===== config.mk =====
export PLATFORM = sky130hd
export DESIGN_NAME = m_p2s
export DESIGN_NICKNAME = d
export VERILOG_FILES = /design/src/rtl/m_p2s.sv
export SDC_FILE = /design/constraint.sdc
export NUM_CORES = 1
export LEC_CHECK = 0
export CAP_MARGIN = 20
export CORE_MARGIN = 1
export CORE_UTILIZATION = 57
export CTS_BUF_LIST = sky130_fd_sc_hd__clkbuf_4 sky130_fd_sc_hd__clkbuf_8 sky130_fd_sc_hd__clkbuf_16
export DETAILED_ROUTE_END_ITERATION = 12
export HOLD_SLACK_MARGIN = 0.12
export PLACE_DENSITY = 0.88
export SYNTH_ARGS = -nofsm -noshare
export SYNTH_HDL_FRONTEND = slang
export SYNTH_SLANG_ARGS = --single-unit

===== constraint.sdc =====
create_clock -name i_clk -period 2.4 [get_ports i_clk]
set_clock_uncertainty 0.05 [all_clocks]
set_input_delay 0.6 -clock i_clk [delete_from_list [all_inputs] [get_ports i_clk]]
set_output_delay 0.6 -clock i_clk [all_outputs]
set_load 0.005 [all_outputs]

===== src/rtl/m_p2s.sv =====
// -----------------------------------------------------------------------------
// m_p2s : parallel-to-serial UART transmitter (8 data bits, optional parity,
//         one stop bit, LSB first).
//
// Parameters
//   BPS_CNT     clock cycles per serial bit (2..65535)
//   PARITY_EN   1 inserts a parity bit between D7 and the stop bit
//   PARITY_ODD  0 = even parity, 1 = odd parity (ignored when PARITY_EN = 0)
//
// Ports
//   i_clk       system clock, all state changes on the rising edge
//   i_rst       asynchronous active-high reset
//   i_tx_valid  byte request; accepted when o_tx_ready is high
//   i_tx_data   byte to send, captured only on acceptance
//   o_tx_ready  high only while idle (registered)
//   o_uart_tx   serial line, idle high (registered)
//   o_tx_done   one-cycle pulse in the first idle cycle after a frame
// -----------------------------------------------------------------------------
module m_p2s #(
    parameter int BPS_CNT    = 434,
    parameter int PARITY_EN  = 0,
    parameter int PARITY_ODD = 0
) (
    input  logic       i_clk,
    input  logic       i_rst,
    input  logic       i_tx_valid,
    input  logic [7:0] i_tx_data,
    output logic       o_tx_ready,
    output logic       o_uart_tx,
    output logic       o_tx_done
);

    typedef enum logic [2:0] {
        S_IDLE   = 3'd0,
        S_START  = 3'd1,
        S_DATA   = 3'd2,
        S_PARITY = 3'd3,
        S_STOP   = 3'd4
    } t_state;

    localparam logic [15:0] LP_BIT_LAST = 16'(BPS_CNT - 1);
    localparam logic        LP_ODD      = (PARITY_ODD != 0) ? 1'b1 : 1'b0;
    localparam logic        LP_PAR_EN   = (PARITY_EN != 0) ? 1'b1 : 1'b0;

    // Parity over the latched byte; odd parity is the inverse of even parity.
    function automatic logic f_parity(input logic [7:0] data, input logic odd);
        return (^data) ^ odd;
    endfunction

    t_state      r_state;
    t_state      w_next_state;
    logic [15:0] r_bit_cnt;
    logic [15:0] w_next_cnt;
    logic [2:0]  r_idx;
    logic [2:0]  w_next_idx;
    logic [7:0]  r_shift;
    logic        w_load;
    logic        w_done;
    logic        w_bit_end;
    logic        w_next_tx;
    logic        r_uart_tx;
    logic        r_tx_ready;
    logic        r_tx_done;

    assign w_bit_end  = (r_bit_cnt == LP_BIT_LAST);
    assign o_uart_tx  = r_uart_tx;
    assign o_tx_ready = r_tx_ready;
    assign o_tx_done  = r_tx_done;

    // Next-state, bit-timing counter and data-index logic.
    always_comb begin
        w_next_state = r_state;
        w_next_cnt   = r_bit_cnt;
        w_next_idx   = r_idx;
        w_load       = 1'b0;
        w_done       = 1'b0;
        case (r_state)
            S_IDLE: begin
                w_next_cnt = 16'd0;
                w_next_idx = 3'd0;
                if (i_tx_valid) begin
                    w_next_state = S_START;
                    w_load       = 1'b1;
                end else begin
                    w_next_state = S_IDLE;
                end
            end
            S_START: begin
                if (w_bit_end) begin
                    w_next_cnt   = 16'd0;
                    w_next_idx   = 3'd0;
                    w_next_state = S_DATA;
                end else begin
                    w_next_cnt = r_bit_cnt + 16'd1;
                end
            end
            S_DATA: begin
                if (w_bit_end) begin
                    w_next_cnt = 16'd0;
                    if (r_idx == 3'd7) begin
                        w_next_idx = 3'd0;
                        if (LP_PAR_EN) begin
                            w_next_state = S_PARITY;
                        end else begin
                            w_next_state = S_STOP;
                        end
                    end else begin
                        w_next_idx = r_idx + 3'd1;
                    end
                end else begin
                    w_next_cnt = r_bit_cnt + 16'd1;
                end
            end
            S_PARITY: begin
                if (w_bit_end) begin
                    w_next_cnt   = 16'd0;
                    w_next_state = S_STOP;
                end else begin
                    w_next_cnt = r_bit_cnt + 16'd1;
                end
            end
            S_STOP: begin
                if (w_bit_end) begin
                    w_next_cnt   = 16'd0;
                    w_next_state = S_IDLE;
                    w_done       = 1'b1;
                end else begin
                    w_next_cnt = r_bit_cnt + 16'd1;
                end
            end
            default: begin
                // Corrupted encoding: fall back to idle with the line high.
                w_next_state = S_IDLE;
                w_next_cnt   = 16'd0;
                w_next_idx   = 3'd0;
            end
        endcase
    end

    // Line value for the state being entered, so the flop shows it with no lag.
    always_comb begin
        w_next_tx = 1'b1;
        case (w_next_state)
            S_IDLE:   w_next_tx = 1'b1;
            S_START:  w_next_tx = 1'b0;
            S_DATA:   w_next_tx = r_shift[w_next_idx];
            S_PARITY: w_next_tx = f_parity(r_shift, LP_ODD);
            S_STOP:   w_next_tx = 1'b1;
            default:  w_next_tx = 1'b1;
        endcase
    end

    // FSM state, counters and latched byte.
    always_ff @(posedge i_clk or posedge i_rst) begin
        if (i_rst) begin
            r_state   <= S_IDLE;
            r_bit_cnt <= 16'd0;
            r_idx     <= 3'd0;
            r_shift   <= 8'h00;
        end else begin
            r_state   <= w_next_state;
            r_bit_cnt <= w_next_cnt;
            r_idx     <= w_next_idx;
            if (w_load) begin
                r_shift <= i_tx_data;
            end else begin
                r_shift <= r_shift;
            end
        end
    end

    // Registered outputs.
    always_ff @(posedge i_clk or posedge i_rst) begin
        if (i_rst) begin
            r_uart_tx  <= 1'b1;
            r_tx_ready <= 1'b1;
            r_tx_done  <= 1'b0;
        end else begin
            r_uart_tx  <= w_next_tx;
            r_tx_ready <= (w_next_state == S_IDLE);
            r_tx_done  <= w_done;
        end
    end

endmodule

### Placement view, run 1

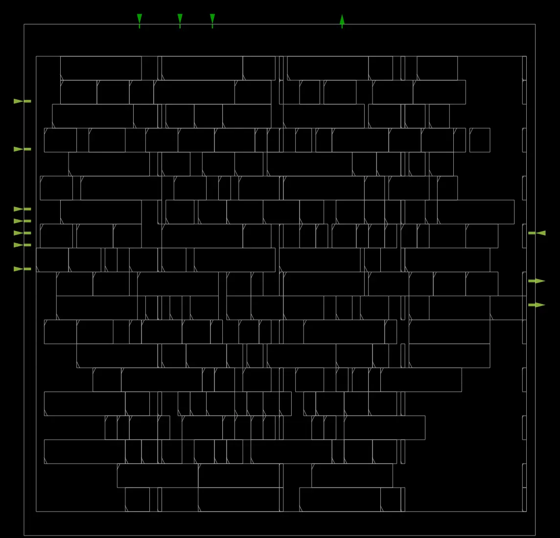
Tapcell Cnt: 42
Flops: 33
post-route insts no fill: 226

### Cells by drive strength, run 1

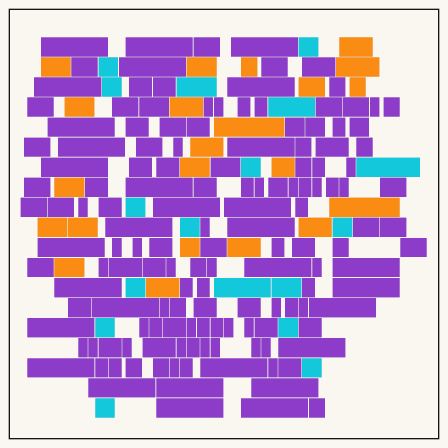
| size | color | cells | share |
|---|---|---|---|
| x3 and x4 | cyan | 17 | 9.2% |
| x1 and smaller | purple | 145 | 79% |
| x2 | orange | 22 | 12% |
Finished Cell Area: 0.00204 mm2
Non-CTS buffers: 17
Final WS setup: 246 ps
Area Overhead vs Synth: 14.2%

### Cell density map, run 1

The die is cut into 12 by 12 equal tiles; white is low, dark blue is high, 0 to 100% covered.
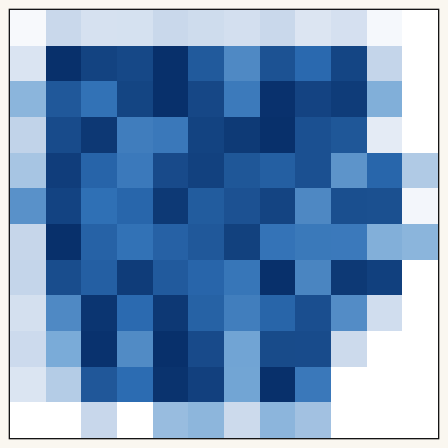
nearly empty tiles: 12%
emptiest ninth of the die: bottom right
densest ninth of the die: middle
tiles over 75% full: 47%
fullest tile: 100%

==> Changelog: implementation, run 1 <==
### Physical design

- Seq share, synth: 46.3%
- Post-synthesis adder-cell area fraction: 2.80%
- Setup slack, reg-to-reg: 250 ps
- Postcts setup bufs: 0
- Met2 usage: 36.5%
- Dpl cells: 218
- Share of layout cells above drive strength 1: 21.2%
- Clock Path Buffers: 2
- Final WL: 3.28 mm
- Min-delay src: r_bit_cnt[0]$_DFF_PP0_
- Hold Path Class: flip-flop to flip-flop
- Final nets: 198
- Pwr dens: 740 mW/mm2
- Clock latency on the worst-skew pair: 340 ps
- Hold path depth: 1
- Mux share: 8.25%
- Top-count cell post-synth: dfrtp_1
- Data-path buffer share of cell area in the final layout: 7.83%
- Hpwl dp: 2.49 mm
- CTS H-tree depth: 2
- Total global routing overflow: 0
- Clock network area share: 2.94%
- Startpoint types: flip-flop
- Ys async rst share: 100%
- Initial antenna violation count: 0
- Synth unique cells: 44
- TritonCTS clock tree: built
- First-pass GRT wire length: 5.77 mm
- Die height: 58.0 um
- Area of the core: 0.00288 mm2
- CP startpoint: r_bit_cnt[1]$_DFF_PP0_
- Initial core utilization: 62.2%
- Final Power: 1.51 mW
- Status: finished, final reports clean
- Ant diodes: 0
- #MultiIn Comb: 122
==> run 1: flip-flops by register name (all words and copies together), names as in the netlist <==
| signal | flops |
|---|---|
| o_tx_done | 1 |
| o_tx_ready | 1 |
| o_uart_tx | 1 |
| r_bit_cnt | 16 |
| r_idx | 3 |
| r_shift | 8 |
| r_state | 3 |
==> run 1: power by group <==
group,switching (mW),leakage [nW],internal (mW)
Sequential,0.103,0.425,0.651
Clock,0.175,0.0368,0.150
Combinational,0.178,0.457,0.257
Total,0.455,0.919,1.06
==> run 1: critical path, stage by stage (launching register included) <==
cell and delay, ps:
dfrtp_1 420, inv_1 80, ha_1 130, and4bb_2 260, nand4_2 210, nor3b_1 260
a21oi_1 60, nor2_1 200, mux2_1 360, o31ai_2 60
### A small window of the routed layout, run 1

Window x 34 to 54, y 34 to 54 um. Cells in gray, sequential cells in the stronger gray; small squares are vias.
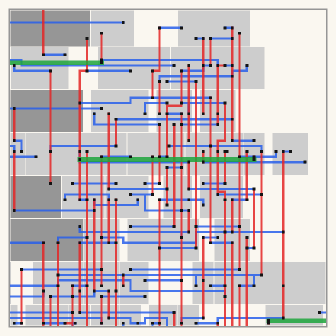

==> inputs of run 2 (changes only) <==
--- a/config.mk
+++ b/config.mk
@@ -6,7 +6,7 @@
 export NUM_CORES = 1
 export LEC_CHECK = 0
 export CAP_MARGIN = 20
-export CORE_MARGIN = 1
+export CORE_MARGIN = 2
 export CORE_UTILIZATION = 57
 export CTS_BUF_LIST = sky130_fd_sc_hd__clkbuf_4 sky130_fd_sc_hd__clkbuf_8 sky130_fd_sc_hd__clkbuf_16
 export DETAILED_ROUTE_END_ITERATION = 12
### A small window of the routed layout, run 2

Window x 35 to 55, y 35 to 55 um. Cells in gray, sequential cells in the stronger gray; small squares are vias.
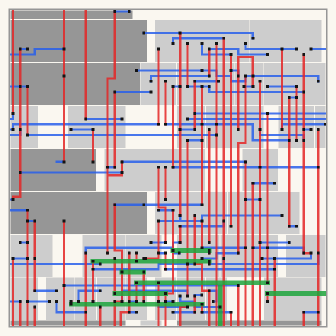
| layer | color |
|---|---|
| M2 | red |
| M3 | green |
| M1 | blue |
sequential cells in the window: 4
most frequent: nor2_1 (3), dfrtp_1 (3)
cells with their middle in the window: 34
netlist names of flops here include: r_idx (2)

==> run 2 against run 1 <==
Critical path depth fell by 2; register-to-register slack barely moved; sequential cell count did not move; critical endpoint unchanged; largest power group unchanged.
==> Changelog: implementation, run 2 <==
### Physical design

- Synth unique cells: 44 (unchanged)
- Total global routing overflow: 0 (unchanged)
- TritonCTS clock tree: built
- Postcts setup bufs: 0 (unchanged)
- Sw power: 0.468 mW (+2.8%)
- Mux share: 8.25% (unchanged)
- Met2 usage: 36.6% (+0.19 points)
- Setup slack, reg-to-reg: 240 ps (about the same)
- Power Clock: 0.345 mW (+6.2%)
- Slowest stage delay, CP: 580 ps (+160 ps)
- Worst-path cell with the longest stage delay: dfrtp_1
- Top-count cell post-synth: dfrtp_1
- Final nets: 198 (unchanged)
- Reg power frac: 49.0% (-0.8 points)
- Seq share, synth: 46.3% (unchanged)
- Biggest regs: r_bit_cnt (16), r_shift (8)
- Status: finished, final reports clean
- Max FFs per register: 16 (unchanged)
- Main power group: sequential cells
- P_int: 1.07 mW (+1.5%)
- Switch share: 30.4% (+0.28 points)
- Final WL: 3.47 mm (+5.7%)
- Crit path max-delay family: simple AND/OR/NAND/NOR gates
- Initial antenna violation count: 0 (unchanged)
- Pwr dens: 751 mW/mm2 (+1.5%)
- Post-synthesis adder-cell area fraction: 2.80% (unchanged)
- Hpwl dp: 2.62 mm (+5.3%)
[run 2: cell counts after synthesis]
Identical to the previous run, type by type.
[run 2: metrics by stage]
stage | instances | util [%] | area [um2]
5_1_grt | 228 | 67.8 | 2050
2_1_floorplan | 163 | - | 1790
3_5_place_dp | 220 | 65.6 | 1990
6_report | 228 | 67.8 | 2050
4_1_cts | 228 | 67.8 | 2050
3_3_place_gp | 220 | 65.6 | 1990
[run 2: final cells by class]
type                       count  area [um2]  share of cell area, %
sequential                    33         828                   40.3
clock buffer                   8        66.3                   3.23
tap                           44        55.1                   2.68
multi-input combinational    122         928                   45.2
inverter                       4        15.0                  0.731
timing repair buffer          17         160                   7.80
Power is estimated from default activity; no workload was simulated.
